**src/rtl/mem_ctrl.sv**
```systemverilog
// Load/store bus controller: turns a level-held execute-unit select into one
// req/gnt/rvalid bus transaction, with a per-access timeout and a one-cycle ack.
module mem_ctrl #(
    parameter int unsigned TIMEOUT_CYCLES = 255
) (
    input  logic        clk,
    input  logic        rst_n,
    input  logic        mem_sel_i,
    input  logic        mem_wen_i,
    input  logic [31:0] mem_addr_i,
    input  logic [31:0] mem_wdata_i,
    input  logic [3:0]  mem_wmask_i,
    output logic [31:0] mem_rdata_o,
    output logic        mem_ack_o,
    output logic        mem_err_o,
    output logic        busy_o,
    output logic        bus_req_o,
    output logic        bus_we_o,
    output logic [31:0] bus_addr_o,
    output logic [31:0] bus_wdata_o,
    output logic [3:0]  bus_be_o,
    input  logic        bus_gnt_i,
    input  logic        bus_rvalid_i,
    input  logic [31:0] bus_rdata_i
);

    typedef enum logic [2:0] {
        S_IDLE,
        S_REQ,
        S_WAIT,
        S_DONE,
        S_RELEASE
    } state_t;

    // The counter holds the number of REQ/WAIT cycles already completed, so the
    // cycle in which it reads TIMEOUT_CYCLES-1 is the last one allowed.
    localparam logic [7:0] TO_LAST = 8'(TIMEOUT_CYCLES - 1);

    state_t      state;
    state_t      state_next;
    logic [7:0]  cnt;
    logic        timeout;
    logic        capture;
    logic        expire;
    logic        unused_addr_lsb;

    assign unused_addr_lsb = ^mem_addr_i[1:0];

    always_comb begin
        state_next = state;
        capture    = 1'b0;
        expire     = 1'b0;
        timeout    = (cnt >= TO_LAST);
        unique case (state)
            S_IDLE: begin
                if (mem_sel_i) state_next = S_REQ;
            end
            S_REQ: begin
                if (bus_gnt_i) begin
                    state_next = S_WAIT;
                end else if (timeout) begin
                    state_next = S_DONE;
                    expire     = 1'b1;
                end
            end
            S_WAIT: begin
                if (bus_rvalid_i) begin
                    state_next = S_DONE;
                    capture    = 1'b1;
                end else if (timeout) begin
                    state_next = S_DONE;
                    expire     = 1'b1;
                end
            end
            S_DONE: begin
                state_next = S_RELEASE;
            end
            S_RELEASE: begin
                if (!mem_sel_i) state_next = S_IDLE;
            end
            default: begin
                state_next = S_IDLE;
            end
        endcase
    end

    // Outputs are decoded from the next state so they are plain flops.
    always_ff @(posedge clk or negedge rst_n) begin
        if (!rst_n) begin
            state       <= S_IDLE;
            cnt         <= 8'd0;
            bus_req_o   <= 1'b0;
            bus_we_o    <= 1'b0;
            bus_addr_o  <= 32'd0;
            bus_wdata_o <= 32'd0;
            bus_be_o    <= 4'd0;
            mem_ack_o   <= 1'b0;
            mem_err_o   <= 1'b0;
            busy_o      <= 1'b0;
            mem_rdata_o <= 32'd0;
        end else begin
            state     <= state_next;
            bus_req_o <= (state_next == S_REQ);
            mem_ack_o <= (state_next == S_DONE);
            mem_err_o <= expire;
            busy_o    <= (state_next != S_IDLE);

            if (state == S_IDLE && mem_sel_i) begin
                bus_we_o    <= mem_wen_i;
                bus_addr_o  <= {mem_addr_i[31:2], 2'b00};
                bus_wdata_o <= mem_wdata_i;
                bus_be_o    <= mem_wen_i ? mem_wmask_i : 4'b1111;
                cnt         <= 8'd0;
            end else if ((state == S_REQ || state == S_WAIT) && cnt != 8'hff) begin
                cnt <= cnt + 8'd1;
            end

            if (capture && !bus_we_o) begin
                mem_rdata_o <= bus_rdata_i;
            end else if (expire) begin
                mem_rdata_o <= 32'd0;
            end
        end
    end

endmodule

```
**config.mk**
```make
export PLATFORM = sky130hd
export DESIGN_NAME = mem_ctrl
export DESIGN_NICKNAME = d
export VERILOG_FILES = /design/src/rtl/mem_ctrl.sv
export SDC_FILE = /design/constraint.sdc
export NUM_CORES = 1
export LEC_CHECK = 0
export ABC_AREA = 1
export CAP_MARGIN = 30
export CORE_ASPECT_RATIO = 0.8
export CORE_MARGIN = 4
export CORE_UTILIZATION = 42
export CTS_CLUSTER_DIAMETER = 150
export DETAILED_ROUTE_END_ITERATION = 8
export GPL_ROUTABILITY_DRIVEN = 0
export PLACE_DENSITY = 0.87
export SYNTH_ARGS = -nofsm -noshare
export SYNTH_HDL_FRONTEND = slang
export SYNTH_SLANG_ARGS = --single-unit
export TNS_END_PERCENT = 10
```
**constraint.sdc**
```tcl
create_clock -name clk -period 3.9 [get_ports clk]
set_input_delay 0.39 -clock clk [delete_from_list [all_inputs] [get_ports clk]]
set_output_delay 0.39 -clock clk [all_outputs]
set_load 0.005 [all_outputs]
```
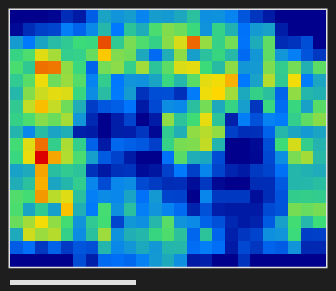
route_heat.png
Bar = 50 um. 25 x 20 tiles, from dark blue (low) to red (high), scaled to the fullest tile. Values are wire area over tile area, all layers added.
tiles over half the peak = 23%
fullest tile = 0.50
emptiest ninth of the die = bottom right
mean over tiles = 0.17

==> flow_summary.yaml <==
# implementation run metrics
hold_path:
  hold_path_class: "in -> async"
placed_design:
  port_buffers: 206
floorplanning:
  die_w_um: 126
run_status:
  status: "complete, no violations"
routing:
  routed_wl_um: 13100
  vias: 4217
  wl_per_cell_um: 14.7
pwr:
  power_density_nw_per_um2: 792
logic_synthesis:
  ff_type: "dfrtp_1"
  top_cell_area_share_pct: 61.5
  syn_area_per_cell_um2: 8.79
  yosysChipArea_um2: 4640
  synth_cell_types: 23
  syn_inst: 528
critical_path:
  critPathMaxFanout: 33
  crit_path_end_kind: "register"
grt:
  grt_pass1_vias: 4367
  grt_max_degree: 79
  antenna_found_initial: 0
  track_usage_pct: 21.0
  grt_pass1_wl_um: 21300
final_timing:
  fin_setup_tns_ns: 0
  setup_viol: 0
  min_period_ns: 2.05
  hold_viol_final: 0
final_layout:
  antenna_cells: 0
  nNetsFinal: 842
  final_core_util_pct: 68.6
  syn2layout_area_growth_pct: 60.4
clocking:
  cts.clk_slew.worst_paths_ns: 0.06
run:
  maxCapViolCount: 0
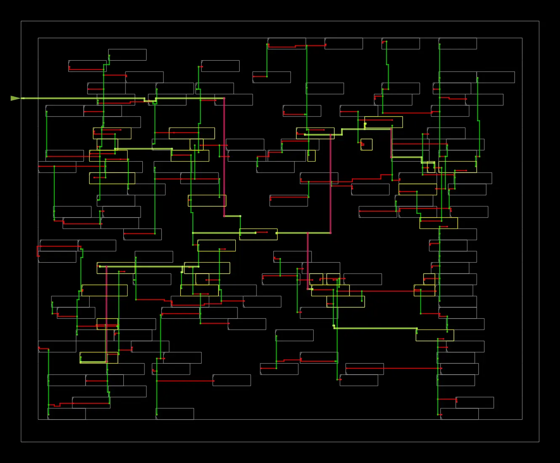
clock_nets.png
CTS Buf Count: 17
clk latency late pin: 0.41 ns
Clock Skews: 0.0111 ns
P_clk: 1670 uW

## per-layer routing
layer / vias to the layer above / GRT usage, % / part of all wire, %
met3: 16 / 9.30 / 9.7
met4: 0 / 7.25 / 1.2
met2: 162 / 34.7 / 50
li1: 2048 / - / -
met5: - / 0 / 0
met1: 1991 / 24.7 / 39
## path summary, 6_finish.rpt
path	start	end	slack, ns	depth (start not counted)
min in group clk	bus_wdata_o[7]	bus_wdata_o[7]	0.47	2
hold / removal	rst_n	mem_rdata_o[25]	0.06	1
setup reg to reg	state[0]	mem_rdata_o[2]	1.85	6
setup / recovery	state[0]	mem_rdata_o[2]	1.85	6
max in group asynchronous	rst_n	bus_wdata_o[21]	2.95	2
hold reg to reg	bus_wdata_o[7]	bus_wdata_o[7]	0.47	2
## cells in the final DEF (no fill, tap or decap), types with 5 or more instances in the layout
cell type        count
nor2_1               9
dfrtp_1            114
nand2_1            279
o21ai_0              6
clkdlybuf4s50_1    205
inv_1               21
clkbuf_16           17
nand3_1             48
buf_4                5
## final cells by class
class,instances,area [um2]
Fill cell,789,3400
Sequential cell,114,2850
Timing Repair Buffer,212,2140
Multi-Input combinational cell,367,1550
Clock buffer,20,467
Clock inverter,12,180
Tap cell,144,180
Inverter,22,82.6
## worst max-delay path: stages, from the launching register on
cell and delay, ns:
dfrtp_1 0.46, nor2_4 0.19, nand4_2 0.09, buf_4 0.26
inv_1 0.73, nand2_1 0.13, nand2_1 0.12
## state kept, by name, indices dropped and copies added, names as in the netlist
register,count
bus_addr_o,30
bus_be_o,4
bus_req_o,1
bus_wdata_o,32
bus_we_o,1
busy_o,1
cnt,8
mem_ack_o,1
mem_err_o,1
mem_rdata_o,32
state,3
## where the power goes
part / internal (uW) / switching [uW] / total [uW]
logic: 1240 / 965 / 2210
registers: 1710 / 311 / 2020
clock network: 1120 / 551 / 1670
total: 4070 / 1830 / 5900
## kinds of logic after synthesis
kind of cell / after synthesis / synth area share [%]
buffers and inverters: 48 / 5.28
AND/OR/NAND/NOR: 345 / 29.9
other: 1 / 0.0808
adder cells (fa/ha/maj): 2 / 0.539
AND-OR/OR-AND: 14 / 1.94
flip-flops: 114 / 61.5
XOR/XNOR: 4 / 0.755
## metrics by stage
stage | instances | hold WS, ns
final | 891 | 0.0624
after global routing | 891 | 0.135
after CTS | 891 | 0.0873
after detailed placement | 859 | 0.464
after global placement | 857 | 0.461
after floorplan | 529 | 0.0944
Power is estimated from default activity; no workload was simulated.
